Fig. 1: run 1, I/O nets highlighted
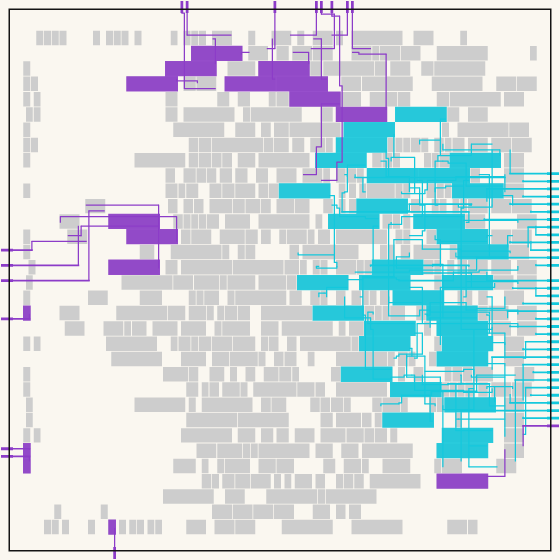
Fig. 2: run 1, wiring heat map
19 x 19 tiles, from black (low) to pale yellow (high), scaled to the fullest tile. Values are wire area over tile area, all layers added.
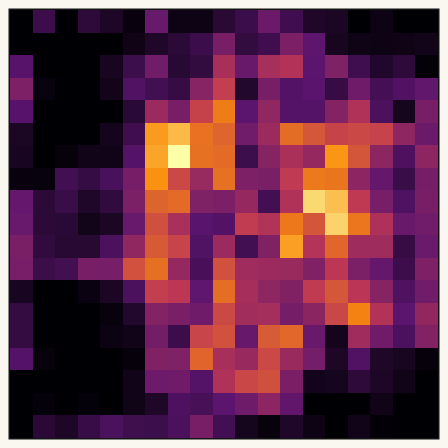
Fig. 3: run 1, sequential cells grouped by signal name
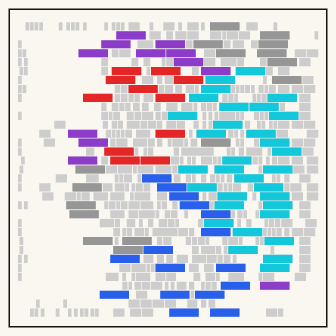
===== src/rtl/fram_load_pkg.sv =====
// Shared types and CRC-32 constants for the FRAM region loaders.
package fram_load_pkg;

  typedef enum logic [1:0] {
    ST_IDLE  = 2'd0,
    ST_REQ   = 2'd1,
    ST_RECV  = 2'd2,
    ST_CHECK = 2'd3
  } state_t;

  typedef enum logic [1:0] {
    ERR_NONE    = 2'd0,
    ERR_CRC     = 2'd1,
    ERR_LEN     = 2'd2,
    ERR_TIMEOUT = 2'd3
  } err_code_t;

  localparam logic [31:0] CRC_POLY   = 32'hEDB88320;
  localparam logic [31:0] CRC_INIT   = 32'hFFFFFFFF;
  localparam logic [31:0] CRC_XOROUT = 32'hFFFFFFFF;

endpackage


===== src/rtl/crc32_d8.sv =====
// Combinational one-byte update of a reflected CRC-32 (LSB-first, poly 0xEDB88320).
module crc32_d8
  import fram_load_pkg::*;
(
  input  logic [31:0] crc_in,
  input  logic [7:0]  data,
  output logic [31:0] crc_out
);

  logic [31:0] w_c;

  always_comb begin
    w_c = crc_in ^ {24'h0, data};
    for (int i = 0; i < 8; i++) begin
      w_c = w_c[0] ? ((w_c >> 1) ^ CRC_POLY) : (w_c >> 1);
    end
    crc_out = w_c;
  end

endmodule


===== src/rtl/fram_load_region.sv =====
// Loads one FRAM region into destination RAM, checking length, stall timeout and
// (with FRAM_LOAD_CRC_EN defined) the little-endian CRC-32 trailer.
module fram_load_region
  import fram_load_pkg::*;
#(
  parameter int                ADDR_W      = 16,
  parameter int                LEN_W       = 11,
  parameter logic [ADDR_W-1:0] SRC_ADDR    = '0,
  parameter int                LOAD_LEN    = 900,
  parameter logic [ADDR_W-1:0] DST_BASE    = 16'h0400,
  parameter int                TIMEOUT_CYC = 65535
) (
  input  logic              sys_clk,
  input  logic              glbl_rst,
  input  logic              load_en,
  output logic              load_busy,
  output logic              load_done,
  output logic              load_error,
  output logic [1:0]        load_err_code,
  output logic              rd_req,
  output logic [LEN_W-1:0]  rd_len,
  output logic [ADDR_W-1:0] rd_addr,
  input  logic              rd_valid,
  input  logic              rd_last,
  input  logic [7:0]        rd_data,
  output logic              wr_en,
  output logic [ADDR_W-1:0] wr_addr,
  output logic [7:0]        wr_data,
  output logic [31:0]       crc_rcvd,
  output logic [31:0]       crc_calc
);

  localparam int IDLE_W = $clog2(TIMEOUT_CYC + 1);

  state_t            r_state, w_state_nxt;
  err_code_t         r_err_code, w_fail_code;
  logic [LEN_W-1:0]  r_cnt;
  logic [IDLE_W-1:0] r_idle;
  logic [31:0]       r_crc_rcvd;
  logic              r_busy, r_done, r_error;
  logic              r_wr_en;
  logic [ADDR_W-1:0] r_wr_addr;
  logic [7:0]        r_wr_data;
  logic              w_start, w_accept, w_payload, w_pass, w_fail, w_at_last, w_crc_ok;
  logic [31:0]       w_crc_calc;

`ifdef FRAM_LOAD_CRC_EN
  logic [31:0] r_crc;
  logic [31:0] w_crc_nxt;

  crc32_d8 u_crc (
    .crc_in  (r_crc),
    .data    (rd_data),
    .crc_out (w_crc_nxt)
  );

  assign w_crc_calc = r_crc ^ CRC_XOROUT;
  assign w_crc_ok   = (w_crc_calc == r_crc_rcvd);
`else
  assign w_crc_calc = '0;
  assign w_crc_ok   = 1'b1;
`endif

  assign w_at_last = (r_cnt == LEN_W'(LOAD_LEN - 1));
  assign w_payload = w_accept && (r_cnt < LEN_W'(LOAD_LEN - 4));

  always_ff @(posedge sys_clk or posedge glbl_rst) begin
    if (glbl_rst) r_state <= ST_IDLE;
    else          r_state <= w_state_nxt;
  end

  // NOTE: every always_comb output gets a default first so no path infers a latch.
  always_comb begin
    w_state_nxt = r_state;
    w_start     = 1'b0;
    w_accept    = 1'b0;
    w_pass      = 1'b0;
    w_fail      = 1'b0;
    w_fail_code = ERR_NONE;
    case (r_state)
      ST_IDLE: begin
        // A start landing on the done/error pulse cycle is dropped.
        if (load_en && !r_done && !r_error) begin
          w_start     = 1'b1;
          w_state_nxt = ST_REQ;
        end
      end
      ST_REQ: w_state_nxt = ST_RECV;
      ST_RECV: begin
        if (rd_valid) begin
          w_accept = 1'b1;
          if (rd_last && w_at_last) begin
            w_state_nxt = ST_CHECK;
          end else if (rd_last || w_at_last) begin
            w_fail      = 1'b1;
            w_fail_code = ERR_LEN;
            w_state_nxt = ST_IDLE;
          end
        end else if (r_idle == IDLE_W'(TIMEOUT_CYC - 1)) begin
          w_fail      = 1'b1;
          w_fail_code = ERR_TIMEOUT;
          w_state_nxt = ST_IDLE;
        end
      end
      ST_CHECK: begin
        w_state_nxt = ST_IDLE;
        if (w_crc_ok) begin
          w_pass = 1'b1;
        end else begin
          w_fail      = 1'b1;
          w_fail_code = ERR_CRC;
        end
      end
      default: w_state_nxt = ST_IDLE;
    endcase
  end

  always_ff @(posedge sys_clk or posedge glbl_rst) begin
    if (glbl_rst) begin
      r_err_code <= ERR_NONE;
      r_cnt      <= '0;
      r_idle     <= '0;
      r_crc_rcvd <= '0;
      r_busy     <= 1'b0;
      r_done     <= 1'b0;
      r_error    <= 1'b0;
      r_wr_en    <= 1'b0;
      r_wr_addr  <= '0;
      r_wr_data  <= '0;
`ifdef FRAM_LOAD_CRC_EN
      r_crc      <= CRC_INIT;
`endif
    end else begin
      r_done    <= w_pass;
      r_error   <= w_fail;
      r_wr_en   <= w_payload;
      r_wr_addr <= w_payload ? DST_BASE + ADDR_W'(r_cnt) : '0;
      r_wr_data <= w_payload ? rd_data : 8'h00;

      if (w_start) begin
        r_err_code <= ERR_NONE;
        r_cnt      <= '0;
        r_crc_rcvd <= '0;
        r_busy     <= 1'b1;
`ifdef FRAM_LOAD_CRC_EN
        r_crc      <= CRC_INIT;
`endif
      end
      if (w_pass || w_fail) r_busy <= 1'b0;
      if (w_fail) r_err_code <= w_fail_code;

      if (r_state == ST_REQ) begin
        r_idle <= '0;
      end else if (r_state == ST_RECV) begin
        r_idle <= rd_valid ? '0 : r_idle + 1'b1;
      end

      if (w_accept) begin
        r_cnt <= r_cnt + 1'b1;
        if (w_payload) begin
`ifdef FRAM_LOAD_CRC_EN
          r_crc <= w_crc_nxt;
`endif
        end else begin
          r_crc_rcvd <= {rd_data, r_crc_rcvd[31:8]};
        end
      end
    end
  end

  assign rd_req        = (r_state == ST_REQ);
  assign rd_len        = rd_req ? LEN_W'(LOAD_LEN) : '0;
  assign rd_addr       = rd_req ? SRC_ADDR : '0;
  assign load_busy     = r_busy;
  assign load_done     = r_done;
  assign load_error    = r_error;
  assign load_err_code = r_err_code;
  assign wr_en         = r_wr_en;
  assign wr_addr       = r_wr_addr;
  assign wr_data       = r_wr_data;
  assign crc_rcvd      = r_crc_rcvd;
  assign crc_calc      = w_crc_calc;

endmodule


===== config.mk =====
export PLATFORM = sky130hd
export DESIGN_NAME = fram_load_region
export DESIGN_NICKNAME = d
export VERILOG_FILES = /design/src/rtl/fram_load_pkg.sv /design/src/rtl/crc32_d8.sv /design/src/rtl/fram_load_region.sv
export SDC_FILE = /design/constraint.sdc
export NUM_CORES = 1
export LEC_CHECK = 0
export CAP_MARGIN = 20
export CORE_MARGIN = 2
export CORE_UTILIZATION = 50
export CTS_BUF_LIST = sky130_fd_sc_hd__clkbuf_4 sky130_fd_sc_hd__clkbuf_8
export CTS_CLUSTER_DIAMETER = 30
export DETAILED_ROUTE_END_ITERATION = 10
export PLACE_DENSITY = 0.9
export SETUP_SLACK_MARGIN = 0.15
export SYNTH_ARGS = -nofsm -noshare
export SYNTH_HDL_FRONTEND = slang
export SYNTH_SLANG_ARGS = --single-unit

===== constraint.sdc =====
create_clock -name sys_clk -period 4.4 [get_ports sys_clk]
set_input_delay 0.88 -clock sys_clk [delete_from_list [all_inputs] [get_ports sys_clk]]
set_output_delay 0.88 -clock sys_clk [all_outputs]
set_load 0.02 [all_outputs]

==> results.py, run 1 <==
# Synthesis and PnR figures
metrics = {
    "logic_synthesis": {
        "top_cell": "dfrtp_1",
        "muxShareOfSynthArea_pct": 1.21,
        "yosys_area_um2": 4240,
    },
    "setup_path": {
        "cp_slowest_cell": "o21a_1",
        "path_cells": "clkdlybuf4s50_1 -> and2_1 -> o21a_1 -> nand2_1 -> nand2_1",
        "path_buffers": 1,
    },
    "final_timing": {
        "worst_slew_pin_slew_ns": 1.03,
        "finalClockSkew_ns": 0.0113,
    },
    "clock_tree": {
        "cts_root_buf": "clkbuf_8",
        "cts_buffer_depth": 2,
        "cts_buffers": 9,
    },
    "cells_and_area": {
        "drive_gt1_share_pct": 5.86,
        "largest_reg_flops": 32,
        "flop-count": 87,
    },
    "global_route": {
        "grtUsageMet3_pct": 3.99,
        "met1_usage_pct": 24.3,
    },
    "detailed_routing": {
        "viasPerCell": 5.26,
        "routed.top_layer": "met4",
    },
    "power_and_ir_drop": {
        "power_leader": "sequential cells",
        "p_leak_nw": 2.51,
    },
    "floorplan": {
        "die_x_um": 96.1,
        "num_tap_cells": 105,
    },
    "status": {
        "status": "finished, final reports clean",
    },
    "placed_design": {
        "hpwl_um": 6060,
    },
}
-- Fig. 1 (at the start) --
crc_rcvd -> cyan  # bits 32, direction output, edge right, end cells 32, buffers 32, wire 1270 µm
wr_addr -> purple  # bits 16, direction output, edge 8 top, 6 left, 1 right, 1 bottom, end cells 16, buffers 12, wire 343 µm
IO Pins: 135
I/O Buffers: 75

-- Fig. 2 (at the start) --
emptiest ninth of the die = bottom left
fullest tile = 0.60
mean over tiles = 0.16
via count: 3243
GRT Overall Usage: 18.7%

-- Fig. 3 (at the start) --
r_idle -> blue  # placed flops 16, where bottom middle
crc_rcvd -> cyan  # placed flops 32, where right middle
r_cnt -> red  # placed flops 11
wr_addr -> purple  # placed flops 12
not coloured = 16
total area of sequential cells: 2180 µm²
P_seq: 894 µW
fin util: 61.3%
flop share of the area: 43.3%

## run 1: worst min path at each step
stage,startpoint,end,depth (start not counted),slack [ns]
after floorplan,r_cnt[9],r_cnt[9],1,0.46
after global placement,crc_rcvd[31],crc_rcvd[23],2,0.47
after detailed placement,crc_rcvd[1],crc_rcvd[1],2,0.49
after CTS,r_cnt[9],r_cnt[9],1,0.51
after global routing,r_cnt[9],r_cnt[9],1,0.54
final,crc_rcvd[11],crc_rcvd[3],2,0.51
## run 1: tightest hold or removal path: stages, from the launching register on
cell and delay (ns):
dfrtp_1 0.37, nand2_1 0.06, nand2_1 0.05
--- run 2 (diff from run 1) ---
--- a/config.mk
+++ b/config.mk
@@ -7,11 +7,11 @@
 export LEC_CHECK = 0
 export CAP_MARGIN = 20
 export CORE_MARGIN = 2
-export CORE_UTILIZATION = 50
+export CORE_UTILIZATION = 48
 export CTS_BUF_LIST = sky130_fd_sc_hd__clkbuf_4 sky130_fd_sc_hd__clkbuf_8
 export CTS_CLUSTER_DIAMETER = 30
 export DETAILED_ROUTE_END_ITERATION = 10
-export PLACE_DENSITY = 0.9
+export PLACE_DENSITY = 0.87
 export SETUP_SLACK_MARGIN = 0.15
 export SYNTH_ARGS = -nofsm -noshare
 export SYNTH_HDL_FRONTEND = slang
==> constraint.sdc (replaced) <==
create_clock -name sys_clk -period 2.9 [get_ports sys_clk]
set_input_delay 0.58 -clock sys_clk [delete_from_list [all_inputs] [get_ports sys_clk]]
set_output_delay 0.58 -clock sys_clk [all_outputs]
set_load 0.02 [all_outputs]
Fig. 4: run 2, I/O nets highlighted
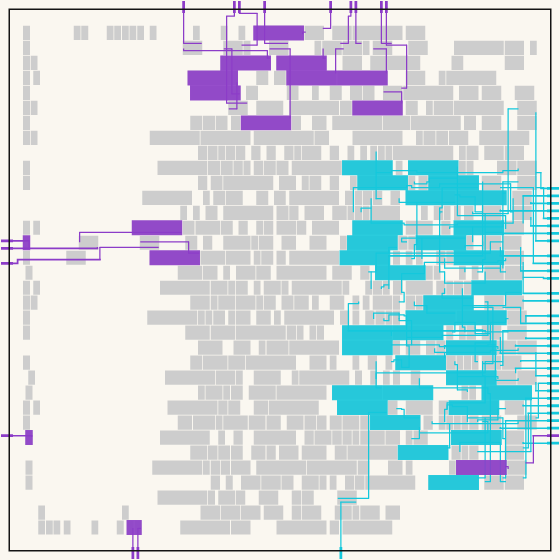
crc_rcvd -> cyan  # bits 32, direction output, edge 31 right, 1 bottom, end cells 32, buffers 32, wire 1190 µm
wr_addr -> purple  # bits 16, direction output, edge 9 top, 4 left, 2 bottom, 1 right, end cells 16, buffers 12, wire 270 µm

Fig. 5: run 2, placement view
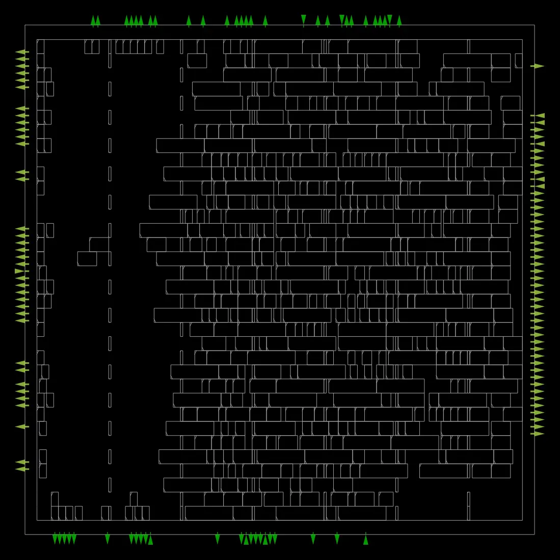
Core ar.: 8640 µm²
flop share of the area: 42.7%
# rows: 34
Non-Filler Instances: 624
fin util: 59.0%

==> run 2 against run 1 <==
  * Wire length grew 0.40%
  * Register-to-register slack lost 1.2 ns
  * Power grew 59%
  * First-iteration DRC count shrank 12%
  * Largest cell class unchanged
==> results.py, run 2 <==
# Synthesis and PnR figures
metrics = {
    "setup_path": {
        "path_cells": "inv_1 -> ha_1 -> clkdlybuf4s50_1",
        "cp_slowest_cell": "clkdlybuf4s50_1",
        "r2r_slack_ns": 0.76,
        "cp-endpoint": "rd_len[7]",
    },
    "placed_design": {
        "io_buffers": 75,
        "placedCellCount": 607,
        "hpwl_um": 6180,
    },
    "cells_and_area": {
        "drive_gt1_share_pct": 6.59,
        "largest_reg_flops": 32,
    },
    "logic_synthesis": {
        "top_cells_by_count": "dfrtp_1 (87), nand2_1 (82), buf_4 (64)",
        "muxShareOfSynthArea_pct": 1.21,
        "avgSynthCellArea_um2": 9.66,
    },
    "global_route": {
        "grt_usage_pct": 18.5,
        "met1_usage_pct": 24.1,
        "busiest_layer": "met2",
    },
    "power_and_ir_drop": {
        "p_clk_share_pct": 30.1,
    },
    "floorplan": {
        "pin_count": 135,
    },
    "detailed_routing": {
        "routed.top_layer": "met4",
        "viasPerCell": 5.15,
        "num_vias": 3212,
    },
    "clock_tree": {
        "cts_root_buf": "clkbuf_8",
        "cts_buffers": 9,
        "cts_buffer_depth": 2,
    },
    "final_timing": {
        "finalClockSkew_ns": 0.00799,
    },
    "status": {
        "status": "finished, final reports clean",
    },
}
-- run 2: layout make-up --
class	count	share of cell area [%]
Sequential cell	87	42.7
Clock inverter	6	1.82
Timing Repair Buffer	84	16.2
Multi-Input combinational cell	320	33.3
Clock buffer	10	2.58
Tap cell	108	2.65
Inverter	9	0.737
-- run 2: power by group through the flow --
stage,combinational (mW),sequential (mW),clock (mW)
finish,0.825,1.36,0.940
global route,0.896,1.37,1.01
CTS,0.828,1.36,0.953
detailed placement,0.822,1.38,0
global placement,0.798,1.37,0
floorplan,0.593,1.41,0
-- run 2: worst max-delay path: cells and delay by family, from the launching register on --
family	cells	cell delay, ns
fa+ha+maj	1	0.31
flops	1	0.42
buf+inv	2	0.78
--- run 3 (diff from run 2) ---
==> constraint.sdc (replaced) <==
create_clock -name sys_clk -period 2.5 [get_ports sys_clk]
set_input_delay 0.5 -clock sys_clk [delete_from_list [all_inputs] [get_ports sys_clk]]
set_output_delay 0.5 -clock sys_clk [all_outputs]
set_load 0.02 [all_outputs]
Fig. 6: run 3, placement view
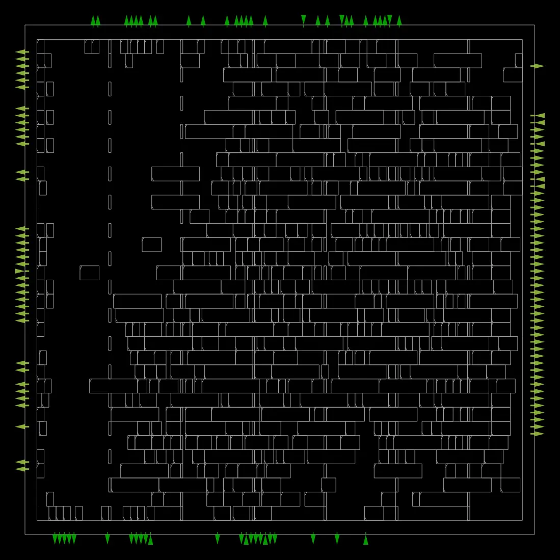
seq_cells: 87
Well Taps: 108
flop share of the area: 42.7%
fill count: 724

Fig. 7: run 3, sequential cells grouped by signal name
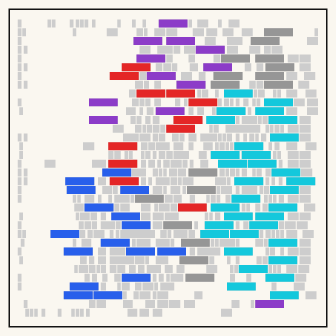
r_cnt -> red  # placed flops 11
crc_rcvd -> cyan  # placed flops 32
r_idle -> blue  # placed flops 16
wr_addr -> purple  # placed flops 12, where top middle
not coloured = 16
P_seq: 1.58 mW
fin util: 59.1%

==> run 3 against run 2 <==
  * Largest cell class unchanged
  * Critical path type is now reg2reg
  * Sequential cell count unchanged
  * Area after synthesis unchanged
  * Wire length up 1.2%
==> results.py, run 3 <==
# Synthesis and PnR figures
metrics = {
    "cells_and_area": {
        "nMultiInputCombCells": 320,
        "instances_no_fill": 624,
        "largestClassByArea": "registers",
        "clkCellAreaFrac_pct": 4.07,
        "drive_gt1_share_pct": 6.59,
        "buf_share_pct": 16.6,
        "nClkBuffers": 9,
        "regArea_um2": 2180,
        "buffers": 86,
        "num-nonclk-inverters": 9,
        "largest_reg_flops": 32,
    },
    "status": {
        "status": "finished, final reports clean",
    },
    "clock_tree": {
        "cts_root_buf": "clkbuf_8",
        "cts_buffer_depth": 2,
    },
    "final_timing": {
        "finalSetupTns_ns": 0,
    },
    "detailed_routing": {
        "num_vias": 3244,
        "post-route-drc-count": 0,
        "routed.top_layer": "met4",
        "antenna_left": 0,
        "viasPerCell": 5.20,
    },
    "logic_synthesis": {
        "avgSynthCellArea_um2": 9.66,
        "top_cells_by_count": "dfrtp_1 (87), nand2_1 (82), buf_4 (64)",
        "yosys_area_um2": 4240,
        "ys_async_sr_fraction_pct": 100,
        "top_cell": "dfrtp_1",
    },
    "global_route": {
        "met1_usage_pct": 21.5,
        "busiest_layer": "met2",
        "grt_usage_pct": 18.4,
        "grtUsageMet3_pct": 4.44,
    },
    "setup_path": {
        "r2r_slack_ns": 0.42,
        "path_buffers": 1,
        "path_cells": "inv_1 -> ha_1 -> and4_1 -> nand3_2 -> or4_1 -> a21oi_1",
        "cp_slowest_cell": "dfrtp_1",
        "cp_top_family": "simple AND/OR/NAND/NOR gates",
        "crit_cells": 6,
        "critPathMaxFanout": 8,
    },
    "power_and_ir_drop": {
        "p_leak_nw": 2.56,
        "p_clk_share_pct": 29.3,
    },
    "floorplan": {
        "core-area_um2": 8640,
        "rows": 34,
        "pin_count": 135,
        "die_x_um": 98.0,
    },
    "placed_design": {
        "hpwl_um": 6340,
        "placedCellCount": 609,
    },
}
==> run 3: power by group through the flow <==
stage	combinational, mW	clock (mW)	sequential [mW]
6_report	0.930	1.04	1.58
5_1_grt	1.02	1.11	1.59
4_1_cts	0.931	1.06	1.58
3_5_place_dp	0.958	0	1.60
3_3_place_gp	0.930	0	1.59
2_1_floorplan	0.688	0	1.64
==> run 3: cells by family after synthesis <==
family	after synthesis	synth area share, %
buffers and inverters	91	14.0
xor gates and xnor gates	8	1.65
other	1	0.0884
and+or+nand+nor	201	23.7
DFF	87	51.3
adders and majority gates	9	2.65
AOI/OAI and AO/OA	37	5.31
muxes	5	1.21
==> run 3: timing repair <==
action,4_1_cts,5_1_grt
resized,5,0
buffers inserted,0,0
setup endpoints to repair,5,0
Power and IR drop assume default switching activity.
